==> src/rtl/imm_ext_pipe_pkg.sv <==
// Shared CPU datapath definitions: immediate-extension opcodes and their width.
package cpu_defs;

    localparam int unsigned EXT_OP_W = 3;

    typedef enum logic [EXT_OP_W-1:0] {
        EXT_UNSIGNED = 3'd0,
        EXT_SIGNED   = 3'd1,
        EXT_HIGHHALF = 3'd2,
        EXT_BRTGT    = 3'd3
    } ext_op_e;

endpackage

==> src/rtl/imm_ext_pipe_if.sv <==
// Request/operand handshake between decode and the immediate-extension pipe.
interface imm_ext_pipe_if
    import cpu_defs::*;
#(
    parameter int unsigned IN_W  = 16,
    parameter int unsigned OUT_W = 32,
    parameter int unsigned TAG_W = 5
);
    logic                in_valid;
    logic                in_ready;
    logic [IN_W-1:0]     in_imm;
    logic [EXT_OP_W-1:0] in_op;
    logic [OUT_W-1:0]    in_pc;
    logic [TAG_W-1:0]    in_tag;
    logic                out_valid;
    logic                out_ready;
    logic [OUT_W-1:0]    out_data;
    logic [TAG_W-1:0]    out_tag;
    logic                out_err;

    modport master (
        output in_valid, in_imm, in_op, in_pc, in_tag, out_ready,
        input  in_ready, out_valid, out_data, out_tag, out_err
    );

    modport slave (
        input  in_valid, in_imm, in_op, in_pc, in_tag, out_ready,
        output in_ready, out_valid, out_data, out_tag, out_err
    );
endinterface

==> src/rtl/imm_ext_pipe_core.sv <==
// Combinational immediate extender. Branch-target opcode is built only when
// IMM_EXT_BRTGT_EN is defined; otherwise opcode 3 is flagged as undefined.
module imm_ext_core
    import cpu_defs::*;
#(
    parameter int unsigned IN_W  = 16,
    parameter int unsigned OUT_W = 32
) (
    input  logic [IN_W-1:0]     imm_i,
    input  logic [EXT_OP_W-1:0] op_i,
    input  logic [OUT_W-1:0]    pc_i,
    output logic [OUT_W-1:0]    data_o,
    output logic                err_o
);
    logic [OUT_W-1:0] zext;
    logic [OUT_W-1:0] sext;

    assign zext = {{(OUT_W-IN_W){1'b0}}, imm_i};
    assign sext = {{(OUT_W-IN_W){imm_i[IN_W-1]}}, imm_i};

`ifdef IMM_EXT_BRTGT_EN
    logic [OUT_W-1:0] brtgt;
    // Wraps modulo 2^OUT_W by construction.
    assign brtgt = pc_i + OUT_W'(4) + (sext << 2);
`else
    logic unused_pc;
    assign unused_pc = ^pc_i;
`endif

    always_comb begin
        data_o = zext;
        err_o  = 1'b0;
        case (op_i)
            EXT_UNSIGNED: data_o = zext;
            EXT_SIGNED:   data_o = sext;
            EXT_HIGHHALF: data_o = {imm_i, {(OUT_W-IN_W){1'b0}}};
`ifdef IMM_EXT_BRTGT_EN
            EXT_BRTGT:    data_o = brtgt;
`endif
            default:      err_o  = 1'b1;
        endcase
    end
endmodule

==> src/rtl/imm_ext_pipe.sv <==
// Registered immediate extender with a 2-entry elastic output buffer.
// Opcode 3 support follows IMM_EXT_BRTGT_EN (see imm_ext_core).
module imm_ext_pipe
    import cpu_defs::*;
#(
    parameter int unsigned IN_W  = 16,
    parameter int unsigned OUT_W = 32,
    parameter int unsigned TAG_W = 5
) (
    input  logic          clk,
    input  logic          reset_n,
    input  logic          flush,
    imm_ext_pipe_if.slave bus
);
    logic [OUT_W-1:0] data_q [2];
    logic [TAG_W-1:0] tag_q  [2];
    logic             err_q  [2];
    logic             wr_ptr_q, wr_ptr_d;
    logic             rd_ptr_q, rd_ptr_d;
    logic [1:0]       count_q, count_d;

    logic [OUT_W-1:0] core_data;
    logic             core_err;
    logic             push, pop, wr_en;

    imm_ext_core #(
        .IN_W  (IN_W),
        .OUT_W (OUT_W)
    ) u_core (
        .imm_i  (bus.in_imm),
        .op_i   (bus.in_op),
        .pc_i   (bus.in_pc),
        .data_o (core_data),
        .err_o  (core_err)
    );

    // Handshake outputs depend on registered state only.
    assign bus.in_ready  = (count_q != 2'd2);
    assign bus.out_valid = (count_q != 2'd0);
    assign bus.out_data  = data_q[rd_ptr_q];
    assign bus.out_tag   = tag_q[rd_ptr_q];
    assign bus.out_err   = err_q[rd_ptr_q];

    assign push  = bus.in_valid & bus.in_ready;
    assign pop   = bus.out_valid & bus.out_ready;
    assign wr_en = push & ~flush;

    always_comb begin
        wr_ptr_d = wr_ptr_q;
        rd_ptr_d = rd_ptr_q;
        count_d  = count_q;
        if (flush) begin
            wr_ptr_d = 1'b0;
            rd_ptr_d = 1'b0;
            count_d  = '0;
        end else begin
            if (push) wr_ptr_d = ~wr_ptr_q;
            if (pop)  rd_ptr_d = ~rd_ptr_q;
            case ({push, pop})
                2'b10:   count_d = count_q + 2'd1;
                2'b01:   count_d = count_q - 2'd1;
                default: count_d = count_q;
            endcase
        end
    end

    always_ff @(posedge clk or negedge reset_n) begin
        if (!reset_n) begin
            wr_ptr_q <= 1'b0;
            rd_ptr_q <= 1'b0;
            count_q  <= '0;
            for (int unsigned i = 0; i < 2; i++) begin
                data_q[i] <= '0;
                tag_q[i]  <= '0;
                err_q[i]  <= 1'b0;
            end
        end else begin
            wr_ptr_q <= wr_ptr_d;
            rd_ptr_q <= rd_ptr_d;
            count_q  <= count_d;
            if (wr_en) begin
                data_q[wr_ptr_q] <= core_data;
                tag_q[wr_ptr_q]  <= bus.in_tag;
                err_q[wr_ptr_q]  <= core_err;
            end
        end
    end
endmodule

==> src/flat_wrapper.sv <==
// flat-port wrapper written by rule: the top's interface ports become plain ports
module imm_ext_pipe_flat import cpu_defs::*;
#(
    parameter int unsigned IN_W  = 16,
    parameter int unsigned OUT_W = 32,
    parameter int unsigned TAG_W = 5
)
  (clk, reset_n, flush, bus_in_valid, bus_in_imm, bus_in_op, bus_in_pc, bus_in_tag, bus_out_ready, bus_in_ready, bus_out_valid, bus_out_data, bus_out_tag, bus_out_err);
  imm_ext_pipe_if #(.IN_W(IN_W), .OUT_W(OUT_W), .TAG_W(TAG_W)) bus_i ();
  input  logic clk;
  input  logic reset_n;
  input  logic flush;
  input wire logic [$bits(bus_i.in_valid)-1:0] bus_in_valid;
  input wire logic [$bits(bus_i.in_imm)-1:0] bus_in_imm;
  input wire logic [$bits(bus_i.in_op)-1:0] bus_in_op;
  input wire logic [$bits(bus_i.in_pc)-1:0] bus_in_pc;
  input wire logic [$bits(bus_i.in_tag)-1:0] bus_in_tag;
  input wire logic [$bits(bus_i.out_ready)-1:0] bus_out_ready;
  output wire logic [$bits(bus_i.in_ready)-1:0] bus_in_ready;
  output wire logic [$bits(bus_i.out_valid)-1:0] bus_out_valid;
  output wire logic [$bits(bus_i.out_data)-1:0] bus_out_data;
  output wire logic [$bits(bus_i.out_tag)-1:0] bus_out_tag;
  output wire logic [$bits(bus_i.out_err)-1:0] bus_out_err;
  assign bus_i.in_valid = bus_in_valid;
  assign bus_i.in_imm = bus_in_imm;
  assign bus_i.in_op = bus_in_op;
  assign bus_i.in_pc = bus_in_pc;
  assign bus_i.in_tag = bus_in_tag;
  assign bus_i.out_ready = bus_out_ready;
  assign bus_in_ready = bus_i.in_ready;
  assign bus_out_valid = bus_i.out_valid;
  assign bus_out_data = bus_i.out_data;
  assign bus_out_tag = bus_i.out_tag;
  assign bus_out_err = bus_i.out_err;
  imm_ext_pipe #(.IN_W(IN_W), .OUT_W(OUT_W), .TAG_W(TAG_W)) u_core (.clk(clk), .reset_n(reset_n), .flush(flush), .bus(bus_i));
endmodule
==> config.mk <==
export PLATFORM = sky130hd
export DESIGN_NAME = imm_ext_pipe_flat
export DESIGN_NICKNAME = d
export VERILOG_FILES = /design/src/rtl/imm_ext_pipe_pkg.sv /design/src/rtl/imm_ext_pipe_if.sv /design/src/rtl/imm_ext_pipe_core.sv /design/src/rtl/imm_ext_pipe.sv /design/src/flat_wrapper.sv
export SDC_FILE = /design/constraint.sdc
export NUM_CORES = 1
export LEC_CHECK = 0
export ABC_AREA = 1
export CORE_MARGIN = 3
export CORE_UTILIZATION = 53
export DETAILED_ROUTE_END_ITERATION = 6
export GPL_TIMING_DRIVEN = 0
export HOLD_SLACK_MARGIN = 0.12
export PLACE_DENSITY_LB_ADDON = 0.15
export REMOVE_ABC_BUFFERS = 1
export SYNTH_ARGS = -nofsm -noshare
export SYNTH_HDL_FRONTEND = slang
export SYNTH_SLANG_ARGS = --single-unit
==> constraint.sdc <==
create_clock -name clk -period 2.5 [get_ports clk]
set_input_delay 0.375 -clock clk [delete_from_list [all_inputs] [get_ports clk]]
set_output_delay 0.375 -clock clk [all_outputs]
set_load 0.005 [all_outputs]
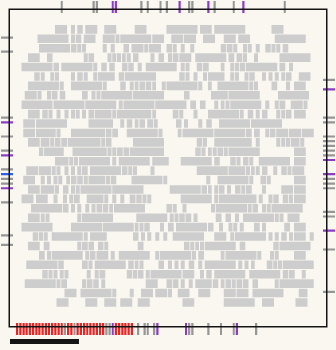
Fig. 1. I/O pins on the die edge.
Scale bar: 20 um. Pins as bars across the die edge, other pins in grey.
Key: purple = bus_in_imm [pins 16, direction input, edge 5 top, 4 bottom, 4 right, 3 left]; blue = bus_out_ready [pins 1, direction input, edge left]; red = bus_in_pc [pins 32, direction input, edge bottom]
All pins by edge: 50 bottom, 19 right, 17 top, 15 left.
die extent in y: 91.3 um
Die Span X: 91.3 um

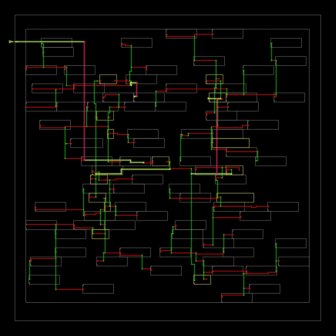
Fig. 2. Clock wiring as the flow saved it.
sinks on the clock net: 80
clkbuf count: 10
count of sequential standard cells: 80
CTS buffer count: 9
setup skew after layout: 0.00771 ns

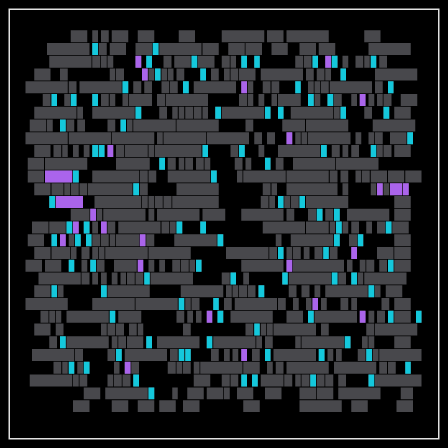
Fig. 3. Selected gate families.
Key: cyan = inverters [cells 100, most used inv_1, where widely spread]; purple = NOR gates [cells 25, most used nor2_1]
count of non-filler cells in the finished layout: 654
most frequent logic cell in the layout: sky130_fd_sc_hd__nand2_1
share of cell area taken by multi-input logic gates: 26.8%

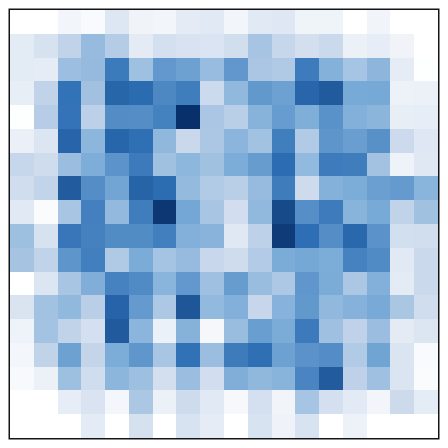
Fig. 4. Routed metal per tile.
18 x 18 tiles, from white (low) to dark blue (high), scaled to the fullest tile. Values are wire area over tile area, all layers added.
The fullest tile reaches 0.44. The mean over all tiles is 0.16. 28% of the tiles are over half the peak. 6.5% of the tiles are nearly empty.
drt total wl: 8.58 mm
total number of vias: 3256
post-detailed-route wirelength per cell: 13.1 um

==> summary.txt <==
Implementation numbers.

- The violation count after the first detailed-routing iteration is 172.
- The area growth from synthesis to layout is 26.0%.
- The post-synthesis register bit count is 80.
- The total I/O pin count is 101.
- Setup repair after global routing left no endpoint under its margin.
- The number of gates resized after CTS was 0.
- The HPWL after detailed placement is 5.53 mm.
- The final hold violation count is 0.
- Per the post-synthesis report, the number of cells in the design is 497.
- The area share of the largest cell type after synthesis is 51.9%.
- The cell count in the Yosys report is 497.
- The global-route total usage across every layer is 21.5%.
- After synthesis, the chip area reported by Yosys is 3850 um2.
- The area taken by flip-flops and latches is 2000 um2.
- The tally of yosys warning messages is 0.
- The post-route total power is 5000 uW.
- The main area contributors are sky130_fd_sc_hd__dfrtp_1 (52%), sky130_fd_sc_hd__o21ai_0 (15%), sky130_fd_sc_hd__nand2_1 (12%), sky130_fd_sc_hd__inv_1 (9.6%), sky130_fd_sc_hd__o21ai_1 (2.5%).
- The first TritonRoute pass finished after 4 iterations.
- The destination of the worst register-to-register timing path is u_core.data_q[22]$_DFFE_PN0P_.
- The number of buffers added for setup after CTS is 0.
- The count of unique library cells instantiated by Yosys is 18.
- STA puts the critical path data arrival time at 1.98 ns.
- In this run the core area contains 30 standard-cell rows.
- Counting cells, the worst reg-to-reg path comes to 7.
- The number of H-tree levels is 3.
- For reference, the post-synthesis area per instance comes to 7.75 um2.
- After filler insertion, the fill cell instance count of the layout stands at 592.
- Dividing total power by cell area gives a power density of 1030 nW/um2.
- Looking at the max-slew report, the worst-margin pin has a slew of 0.891 ns.
- STA classifies the critical path endpoint as a primary output.
- The total of max-cap violations is 0.
- The number of global-route vias before repair was 3239.
- The total congestion overflow after global routing is 0.
- The post-synth count of flops with an enable pin is 0.
- The clock transition time at the flip-flop clock pins of the worst setup and hold paths is 0.08 ns.
- The leading register cell type out of synthesis is sky130_fd_sc_hd__dfrtp_1.
- In this run the standard cell core region covers 6910 um2.
- Yosys instantiated no cell more often than sky130_fd_sc_hd__nand2_1.
- The first global-routing pass estimated 14.6 mm of wire.
- The run finished with clean final reports.
- The net count of the finished layout is 616.
- Yosys reports that the most numerous cell types are sky130_fd_sc_hd__nand2_1 (125), sky130_fd_sc_hd__o21ai_0 (114), sky130_fd_sc_hd__inv_1 (99).
- The script logs the ratio of routed vias to standard cells as 4.98.
- Per the OpenROAD power report, leakage power amounts to 0.00221 uW.
- For reference, the most critical setup path is categorized as reg -> out.
- Including well taps, the total number of placed cells is 639.
- The sequential fraction of the synthesis area is 51.9%.
- Per the timing report, the achievable frequency comes out to 0.424 GHz.
- The mapped netlist covers 3850 um2.
- The TritonCTS clock tree is built.
- The register-to-register setup slack is 0.48 ns.
- The chip area is 8330 um2.
- The worst reg2reg path startpoint is u_core.count_q[1]$_DFFE_PN0P_.
- The clock latency reported for the late side of the worst-skew pair is 0.34 ns.
- The clock period minus final worst setup slack is 2.36 ns.
- The number of buffer cells added on primary ports is 68.
- Clock tree synthesis selected as its root buffer the cell sky130_fd_sc_hd__clkbuf_8.
- The capture point of the critical path is bus_out_data[10].
- The count of antenna-violating nets left after detailed routing is 0.
- Adding up every negative setup slack in the final design gives 0 ns.
- The fraction of final layout cells with drive strength greater than 1 is 4.84%.
- The biggest area contributor in the post-synthesis netlist is sky130_fd_sc_hd__dfrtp_1.
- The maximum number of buffers from clock root to sink is 2.
- The worst min-delay path category is in -> async.
- The multi-input logic area is 1300 um2.
- Before placement the cells fill 55.8% of the core.
- Entering global routing, the biggest net connects 59 pins.
- After detailed routing, the number of remaining DRC violations is 0.
- The worst setup path is launched from a register.
- The final setup violation count is 0.
- STA puts the critical path data required time at 2.12 ns.
- The routability congestion estimate from global placement is 0.744.
## placed cells by master (no fill, tap or decap)
cell type / instances
sky130_fd_sc_hd__clkbuf_8: 10
sky130_fd_sc_hd__nand2_4: 2
sky130_fd_sc_hd__nand2_1: 125
sky130_fd_sc_hd__o21bai_1: 1
sky130_fd_sc_hd__inv_2: 1
sky130_fd_sc_hd__a21oi_1: 1
sky130_fd_sc_hd__buf_16: 5
sky130_fd_sc_hd__dlygate4sd3_1: 1
sky130_fd_sc_hd__nand3_1: 2
sky130_fd_sc_hd__clkdlybuf4s50_1: 67
sky130_fd_sc_hd__o21ai_1: 19
sky130_fd_sc_hd__inv_1: 99
sky130_fd_sc_hd__o21ai_0: 114
sky130_fd_sc_hd__bufinv_16: 2
sky130_fd_sc_hd__dfrtp_2: 1
sky130_fd_sc_hd__buf_4: 1
sky130_fd_sc_hd__nor3_4: 2
sky130_fd_sc_hd__buf_12: 1
sky130_fd_sc_hd__dfrtp_1: 79
sky130_fd_sc_hd__nor3b_1: 1
sky130_fd_sc_hd__clkinv_2: 2
sky130_fd_sc_hd__nor2_1: 22
## metal layers
| layer | share of wire (%) | global-route usage (%) |
|---|---|---|
| met1 | 46 | 27.5 |
| met2 | 50 | 36.6 |
| met3 | 3.3 | 3.15 |
| met4 | 1.5 | 9.05 |
| met5 | 0 | 0 |
## worst max-delay path: stages, from the launching register on
cell and delay, ns:
sky130_fd_sc_hd__dfrtp_2 0.60, sky130_fd_sc_hd__buf_12 0.29, sky130_fd_sc_hd__nand2_1 0.08, sky130_fd_sc_hd__o21ai_0 0.12
sky130_fd_sc_hd__clkdlybuf4s50_1 0.56
## where the power goes
group	switching [uW]	internal, uW	leakage, uW
clock network	454	576	0.000108
logic	873	979	0.00109
registers	273	1840	0.00101
total	1600	3400	0.00221
## state kept, by name, summed over array words and instances, names as in the netlist
signal           count
u_core.data_q       64
u_core.tag_q        10
u_core.count_q       2
u_core.err_q         2
u_core.rd_ptr_q      1
u_core.wr_ptr_q      1
## per-stage QoR
stage               hold WS, ns  area, um2  util, %  worst slack, ns
floorplan                0.0794       3680        -            0.327
global placement          0.511       4480     64.9            -1.81
detailed placement        0.313       4640     67.1          -0.0226
CTS                       0.481       4850     70.3            0.126
global route              0.503       4850     70.3           0.0311
finish                    0.482       4850     70.3            0.141
## kinds of logic (layout without fill, tap and decap cells)
| logic type | after synthesis | count (layout) | share of synthesized area (%) |
|---|---|---|---|
| flops | 80 | 80 | 51.9 |
| compound gates | 135 | 135 | 17.6 |
| simple gates | 154 | 154 | 16.2 |
| buf+inv | 128 | 189 | 14.3 |
## final cells by class
| cell class | instances | area share [%] |
|---|---|---|
| sequential | 80 | 41.3 |
| multi-input combinational | 289 | 26.8 |
| timing repair buffer | 75 | 17.4 |
| inverter | 100 | 7.73 |
| clock buffer | 10 | 2.84 |
| tap | 96 | 2.47 |
| clock inverter | 4 | 1.44 |
Power and IR drop assume default switching activity.
